<file path="config.mk">
export PLATFORM = sky130hd
export DESIGN_NAME = noc_local_injector
export DESIGN_NICKNAME = d
export VERILOG_FILES = /design/src/rtl/noc_pkg.sv /design/src/rtl/noc_sync_fifo.sv /design/src/rtl/noc_local_injector.sv
export SDC_FILE = /design/constraint.sdc
export NUM_CORES = 1
export LEC_CHECK = 0
export CAP_MARGIN = 20
export CORE_MARGIN = 1
export CORE_UTILIZATION = 40
export DETAILED_ROUTE_END_ITERATION = 10
export PLACE_DENSITY = 0.68
export SYNTH_ARGS = -nofsm -noshare
export SYNTH_HDL_FRONTEND = slang
export SYNTH_SLANG_ARGS = --single-unit
export TNS_END_PERCENT = 20
</file>
<file path="constraint.sdc">
create_clock -name clk -period 3.3 [get_ports clk]
set_input_delay 0.99 -clock clk [delete_from_list [all_inputs] [get_ports clk]]
set_output_delay 0.99 -clock clk [all_outputs]
set_load 0.01 [all_outputs]
</file>
<file path="src/rtl/noc_pkg.sv">
// Shared packet-format definitions for the NoC router and its local injector.
// Packet layout: [15:8] payload, [7:4] signed dx hop offset, [3:0] signed dy hop offset.
// Forwarding stages slice packets with the same field constants defined here.
package noc_pkg;

  localparam int PKT_W       = 16;
  localparam int PAYLOAD_MSB = 15;
  localparam int PAYLOAD_LSB = 8;
  localparam int DX_MSB      = 7;
  localparam int DX_LSB      = 4;
  localparam int DY_MSB      = 3;
  localparam int DY_LSB      = 0;
  localparam int COORD_W     = 3;
  localparam int OFS_W       = 4;
  localparam int PAYLOAD_W   = PAYLOAD_MSB - PAYLOAD_LSB + 1;

  // Assemble a packet from its fields; offsets are already two's complement.
  function automatic logic [PKT_W-1:0] build_pkt(input logic [PAYLOAD_W-1:0] payload,
                                                 input logic [OFS_W-1:0]     dx,
                                                 input logic [OFS_W-1:0]     dy);
    return {payload, dx, dy};
  endfunction

endpackage

</file>
<file path="src/rtl/noc_sync_fifo.sv">
// Synchronous FIFO with first-word fall-through output from the registered array.
// Latency: a push at edge N is visible on dout at cycle N+1; no same-cycle bypass.
// Backpressure: full/empty come from registered state only; push when full and pop when empty are ignored.
// Ports: clk, rst (sync, active-high), push/din, pop/dout, full, empty, level (0..DEPTH).
module noc_sync_fifo #(
  parameter int WIDTH = 16,
  parameter int DEPTH = 4,
  localparam int AW   = $clog2(DEPTH)
) (
  input  logic             clk,
  input  logic             rst,
  input  logic             push,
  input  logic [WIDTH-1:0] din,
  output logic             full,
  input  logic             pop,
  output logic [WIDTH-1:0] dout,
  output logic             empty,
  output logic [AW:0]      level
);

  logic [WIDTH-1:0] mem [DEPTH];
  // Pointers carry one extra wrap bit to tell full from empty.
  logic [AW:0] wr_ptr;
  logic [AW:0] rd_ptr;
  logic        push_en;
  logic        pop_en;

  assign empty   = (wr_ptr == rd_ptr);
  assign full    = (wr_ptr[AW] != rd_ptr[AW]) && (wr_ptr[AW-1:0] == rd_ptr[AW-1:0]);
  assign push_en = push && !full;
  assign pop_en  = pop && !empty;

  // Empty reads as zero so stale array contents never leak after reset.
  assign dout = empty ? '0 : mem[rd_ptr[AW-1:0]];

  // Storage is not reset; emptiness is tracked purely by the pointers.
  always_ff @(posedge clk) begin
    if (push_en) begin
      mem[wr_ptr[AW-1:0]] <= din;
    end
  end

  always_ff @(posedge clk) begin
    if (rst) begin
      wr_ptr <= '0;
      rd_ptr <= '0;
      level  <= '0;
    end else begin
      if (push_en) begin
        wr_ptr <= wr_ptr + 1'b1;
      end
      if (pop_en) begin
        rd_ptr <= rd_ptr + 1'b1;
      end
      case ({push_en, pop_en})
        2'b10:   level <= level + 1'b1;
        2'b01:   level <= level - 1'b1;
        default: level <= level;
      endcase
    end
  end

endmodule

</file>
<file path="src/rtl/noc_local_injector.sv">
// Local injector: encodes absolute-destination send requests into relative-offset packets for the router.
// Latency: request accepted at edge N appears on pkt_out with pkt_valid=1 in cycle N+1.
// Backpressure: req_ready drops while the FIFO is full; pkt_out/pkt_valid hold until pkt_ready.
// Ports: clk, rst (sync, active-high); req_valid/req_ready/req_dst_x/req_dst_y/req_payload request side;
//        pkt_out/pkt_valid/pkt_ready router side; sent_count packets handed over; fifo_level occupancy.
module noc_local_injector
  import noc_pkg::*;
#(
  parameter int MY_X  = 0,
  parameter int MY_Y  = 0,
  parameter int DEPTH = 4,
  parameter int CNT_W = 16
) (
  input  logic                     clk,
  input  logic                     rst,
  input  logic                     req_valid,
  output logic                     req_ready,
  input  logic [COORD_W-1:0]       req_dst_x,
  input  logic [COORD_W-1:0]       req_dst_y,
  input  logic [PAYLOAD_W-1:0]     req_payload,
  output logic [PKT_W-1:0]         pkt_out,
  output logic                     pkt_valid,
  input  logic                     pkt_ready,
  output logic [CNT_W-1:0]         sent_count,
  output logic [$clog2(DEPTH):0]   fifo_level
);

  localparam logic [OFS_W-1:0] MY_X_EXT = OFS_W'(MY_X);
  localparam logic [OFS_W-1:0] MY_Y_EXT = OFS_W'(MY_Y);

  logic [OFS_W-1:0] dx;
  logic [OFS_W-1:0] dy;
  logic [PKT_W-1:0] enc_pkt;
  logic             fifo_full;
  logic             fifo_empty;
  logic             push;
  logic             pop;

  // Zero-extend then subtract: coordinates are 0..7, so the 4-bit result is always in -7..+7.
  assign dx      = {1'b0, req_dst_x} - MY_X_EXT;
  assign dy      = {1'b0, req_dst_y} - MY_Y_EXT;
  assign enc_pkt = build_pkt(req_payload, dx, dy);

  assign req_ready = !fifo_full;
  assign pkt_valid = !fifo_empty;
  assign push      = req_valid && req_ready;
  assign pop       = pkt_valid && pkt_ready;

  noc_sync_fifo #(
    .WIDTH (PKT_W),
    .DEPTH (DEPTH)
  ) u_fifo (
    .clk   (clk),
    .rst   (rst),
    .push  (push),
    .din   (enc_pkt),
    .full  (fifo_full),
    .pop   (pop),
    .dout  (pkt_out),
    .empty (fifo_empty),
    .level (fifo_level)
  );

  // Natural binary wrap: all-ones increments back to zero.
  always_ff @(posedge clk) begin
    if (rst) begin
      sent_count <= '0;
    end else if (pop) begin
      sent_count <= sent_count + 1'b1;
    end
  end

endmodule

</file>
==> flow_summary.ini <==
; flow metrics
[synthesis]
muxShareOfSynthArea = 0.09819
edf_count = 56
flop_cell = edfxtp_1
aoi_share = 0.06332
postSynthSeqShare = 0.6318
syn-cell-area_um2 = 3517
numSynthFlops = 83
syn-instance-count = 245
top_area_cell = edfxtp_1
ys_area_um2 = 3517

[worst_setup_path]
path_class = flip-flop to output port
cp.required_ns = 2.31
worstRegToRegCells = 9

[final_timing]
slew_headroom = 0.5983
fmax_mhz = 319.1
finalHoldViolCount = 0
period_used_share = 0.9496
grt_setup_unrepaired = false

[power]
power_mw = 2.724
vdd_drop_max_mv = 0.4032
cellLeakagePower_nw = 1.468

[global_routing]
gr-total-overflow = 0
grt_pass1_wl_um = 10360
first_global_vias = 2142

[layout]
sh_seq_area = 0.5043
layout_top_cells = 56 x edfxtp_1, 52 x clkdlybuf4s50_1, 27 x dfxtp_1
top_area_cell_class = registers
final_nets = 330
multi_input_comb_cells = 137
seq_cells = 83
sh_comb_area = 0.2680
clock_cell_area_share = 0.05423
combGateArea_um2 = 1181

[floorplan]
die_w_um = 95.77

[placed_design]
dp_hpwl_um = 4097
pre_cts_slack_ns = 0.2320
io_buffers = 52

[min_path]
holdPathEnd = sent_count[15]$_SDFFE_PP0P_
hp-start = sent_count[15]$_SDFFE_PP0P_

[clocking]
clk_pin_slew_ns = 0.08
clock.latency.late_pin_ns = 0.34
cts_hold_repair.buffers = 0
cts_tree = yes
clock-sinks = 83

[detailed_routing]
vias = 2149
viasPerCell = 5.203
ant_nets = 0

[status]
status = completed

[run]
maxCapViolations = 0
## power by group
group	internal [mW]	total (mW)	switching, mW
sequential	1.18	1.21	0.0358
clock	0.501	0.857	0.356
combinational	0.349	0.655	0.306
## routing by layer
metal	track usage	vias up	share of wire	wire [um]
li1	-	1043	-	-
met1	0.1851	1045	0.45	2824
met2	0.2685	57	0.50	3152
met3	0.05055	4	0.054	341
met4	0.03358	0	0.0036	23
met5	0	-	0	0
## what timing repair did
item                                    4_1_cts  5_1_grt
gates cloned                                  0        0
setup buffers                                 0        0
endpoints found under the hold margin         0        0
pin swaps                                     0        1
resized                                       1        0
endpoints found under the setup margin       15        1
## critical path, stage by stage (launching register included)
cell and delay, ns:
dfxtp_1 0.32, buf_4 0.28, mux4_2 0.55, nor2b_1 0.15
clkdlybuf4s50_1 0.50
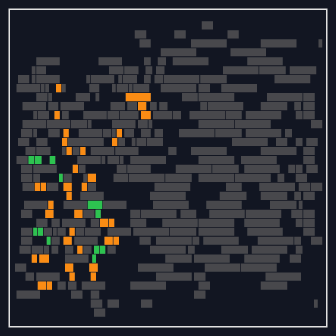
gates.png
- aoi and oai cells: orange (cells 36; most used a21oi_1)
- nand cells: green (cells 12; most used nand3_1)
Layout Cells excl Fill: 413
most frequent logic cell in the layout: edfxtp_1

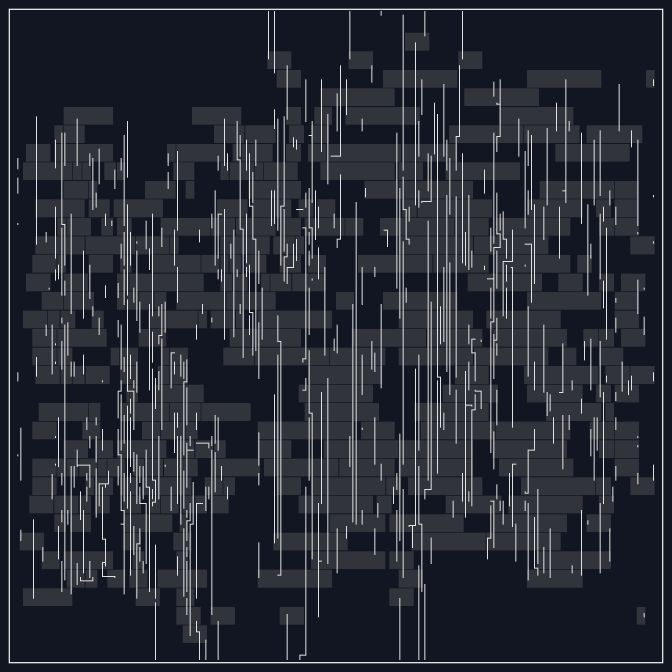
m2.png
Cells faint in the background.
- main direction: vertical
- longest straight run: 47.3 um
- nets with wire on the layer: 289
- share of all routed wire: 50%

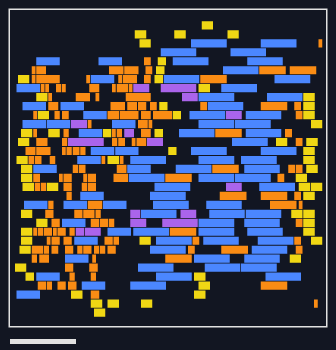
class_map.png
Bar = 20 um.
- remaining buffers and delay cells: yellow (cells 61; share of their area 14%)
- registers: blue (cells 83; share of their area 52%)
- clock drivers and dummy loads: purple (cells 15; share of their area 5.6%)
- remaining logic cells: orange (cells 149; share of their area 29%)
Core Util, Final: 0.5258
Cell Rows: 33
design area: 4407 um^2

Power is estimated from default activity; no workload was simulated.
